Design round_pipe, sky130hd; sources not shown.
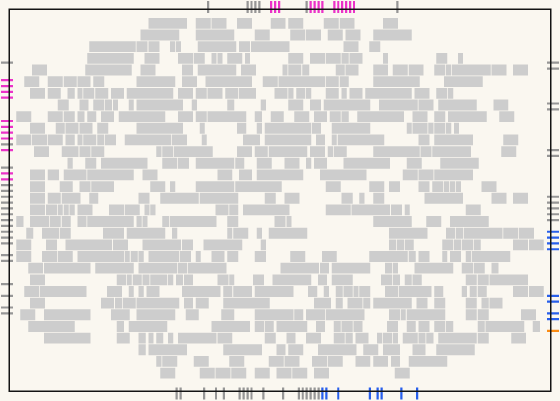
(pin placement)
Pins as bars across the die edge, other pins in gray.
color	port	pins	direction	edge
magenta	mant_in	24	input	13 top, 11 left
blue	inexact_cnt	16	output	8 bottom, 8 right
orange	rst	1	input	right
all pins by edge	31 left, 25 bottom, 20 right, 20 top
number of port buffers: 95
die span in x: 126 um
die extent in y: 88.8 um

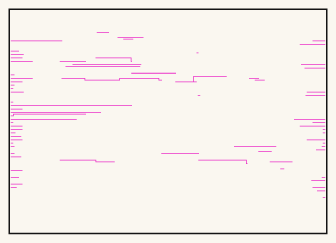
(met3 routing)
wire length on this layer	631 um
share of all routed wire	6.4%
longest straight run	48.1 um
nets with wire on the layer	63
met3 track demand over resource: 0.0689
count of vias placed by the detailed router: 3417
Detailed Route WL: 9.83 mm

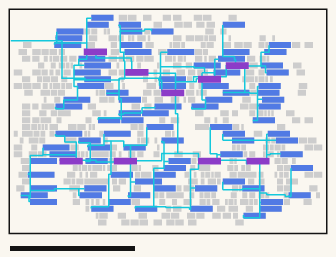
(clock network drawn from the DEF)
Scale bar: 50 um.
[blue] flip-flops | count: 88
[purple] clock drivers | count: 9
[cyan] clock wires | length: 1040 um
routed clock nets	10
later-pin clock latency in the skew report: 0.33 ns
Clock Power: 1330 uW
clock skew: 0.00683 ns
part of the total power dissipated in the clock network: 0.338

==> flow_metrics.tcl <==
# yosys + openroad results
set metrics [dict create \
    drt_first_iter_violations 201 \
    enable_flop_cells 35 \
    post-route-util 0.572 \
    timing.slew.headroom 0.711 \
    maxClockFrequency_mhz 448 \
    pwrdens_mw_per_mm2 664 \
    rr_worst_depth 7 \
    ys_seq_frac 0.552 \
    post_synthesis_cell_count 383 \
    combGateArea_mm2 0.00190 \
    dieArea_mm2 0.0112 \
    worst_path_largest_cell_delay_ns 0.38 \
    ys_types 43 \
    final_min_period_over_clock_period 0.963 \
    worst-endpoint-required_ns 2.39 \
    detail_route.first_pass.iterations 5 \
    tritoncts "yes" \
    fp_core_util 0.414 \
    timing.critical_path.cells "clkdlybuf4s15_1 -> or3b_4 -> a21oi_2 -> o31ai_2 -> a21oi_2 -> ha_2 -> and3_4 -> nand4_1 -> buf_6 -> nor3_4 -> xor2_1" \
    cts-root-to-sink-buffers 2 \
    async_flop_share 0.602 \
    fp-row-count 31 \
    total_power_after_layout_uw 3950 \
    post_synth_instance_area_mm2 0.00431 \
    area_delta_synth_final_pct 38.0 \
    critPathMaxFanout 6 \
    root_buffer "clkbuf_16" \
    tritoncts.num_buffers 9 \
    synth.net_count 431 \
    critPathSlowestCell "or3b_4" \
    wl_per_cell_um 15.4 \
    status "completed" \
    grt_antenna_before_repair 0 \
    remaining_drc_errors 0 \
    lay_top_count "clkdlybuf4s50_1" \
    first_pass_grt_wire_length_mm 15.9 \
    ir_worst_vdd_uv 344 \
    cts.sinks 88 \
    finalSetupViolations 0 \
    worst_setup_path_start_kind "input pin" \
    nFillCells 895 \
    drive_gt1_frac 0.142 \
    placeableCoreArea_mm2 0.0104 \
    final_cell_mix "90 x clkdlybuf4s50_1, 53 x dfrtp_1, 47 x nand2_1" \
    sequential_cell_area_mm2 0.00238 \
    vias_per_cell 5.35 \
    synth.ff_latch_count 88 \
    hp-class "in2async" \
    mean_cell_area_of_the_mapped_netlist_um2 11.2 \
    r2r_slack_ns 0.25 \
    ys_warn_count 0 \
    worstMarginPinSlew_ns 0.433 \
    total_leakage_power_uw 0.00230 \
    worstSetupEndpointType "register" \
    maxCapViolations 0 \
    global_route.usage.total 0.184 \
    finalHoldViolCount 0 \
    route.antenna.remaining_nets 0 \
    post-dp-hpwl_mm 7.16 \
    finalMaxSlewViolations 0 \
    globalplace.congestion 0.834 \
    grt_max_degree 36 \
    instances_no_fill 639 \
    timing.setup.critical_path_class "in2reg" \
    rsz0062_at_grt "true" \
    final_period_minus_worst_setup_slack_ns 2.23 \
    num-nets-final 550 \
    warning_count 29 \
    cts-htree-levels 3 \
    cp.arrival_ns 2.31 \
    ys_area_mm2 0.00431 \
    globalRouteOverflowTotal 0 \
    antennaDiodeCount 0 \
    clk_pin_slew_worst_paths_ns 0.06 \
    synth-cells-yosys 383 \
    postSynth.topFlopCell "dfrtp_1" \
    dp.cells 618 \
    crit_path_frequent_cell "a21oi_2" \
    cts_hold_buf 0 \
    grt_pass1_vias 3220 \
    top_level_ports 96 \
]
## power by group
group          leakage, uW  switching (uW)  internal [uW]  total (uW)
clock network     0.000134             548            784        1330
logic              0.00117             330            401         732
registers          0.00100            96.8           1790        1880
## synthesized netlist by cell type (10+ instances only)
library cell / number / area share
o31ai_1: 33 / 0.058
xor2_1: 12 / 0.024
edfxtp_1: 35 / 0.24
nor3_1: 10 / 0.012
xnor2_1: 15 / 0.031
nand4_1: 14 / 0.020
a21oi_1: 18 / 0.021
nand2_1: 47 / 0.041
nor2_1: 13 / 0.011
nand3_1: 16 / 0.019
clkbuf_1: 16 / 0.014
mux2i_1: 26 / 0.060
dfrtp_1: 53 / 0.31
## logic make-up (layout without fill, tap and decap cells)
logic type	count (synthesis)	in the layout	share of synthesized area
buffers and inverters	24	148	0.0235
and+or+nand+nor	144	144	0.178
DFF	88	88	0.552
AOI/OAI and AO/OA	67	67	0.111
muxes	28	28	0.0657
xor gates and xnor gates	27	27	0.0549
adders and majority gates	5	5	0.0145
## per-stage QoR
step / setup TNS [ns] / hold WS, ns / worst slack, ns / instance area (um2)
3_5_place_dp: -12.01 / 0.399 / -0.727 / 5590
6_report: 0 / 0.0457 / 0.0866 / 5940
2_1_floorplan: -1.37 / 0.168 / -0.219 / 4340
3_3_place_gp: -11.19 / 0.398 / -0.671 / 5590
5_1_grt: -0.0252 / 0.0552 / -0.0224 / 5940
4_1_cts: 0 / 0.0361 / 0.00655 / 5920
## metal layers
metal / up-vias / GRT usage / share of wire
li1: 1666 / - / -
met1: 1653 / 0.244 / 0.48
met2: 94 / 0.295 / 0.45
met3: 4 / 0.0689 / 0.064
met4: 0 / 0.0318 / 0.0032
met5: - / 0 / 0
## repair_timing
item                       4_1_cts  5_1_grt
pin swaps                        7        8
cloned                           0        0
gates resized                   13        9
setup buffers                    3        2
setup endpoints to repair       18       41
## cell type report
type                       count  share of cell area
inverter                       5             0.00316
clock buffer                  15              0.0451
clock inverter                 1            0.000842
timing repair buffer         127               0.203
tap                          132              0.0278
multi-input combinational    271               0.320
sequential                    88               0.400
## worst max-delay path: cells and delay by family
kind,cells,cell delay [ns]
AOI/OAI and AO/OA,3,0.39
xor gates and xnor gates,1,0.08
adders and majority gates,1,0.19
and+or+nand+nor,4,0.85
buffers and inverters,2,0.34
No activity file was given, so power comes from the tool's default toggle rates.
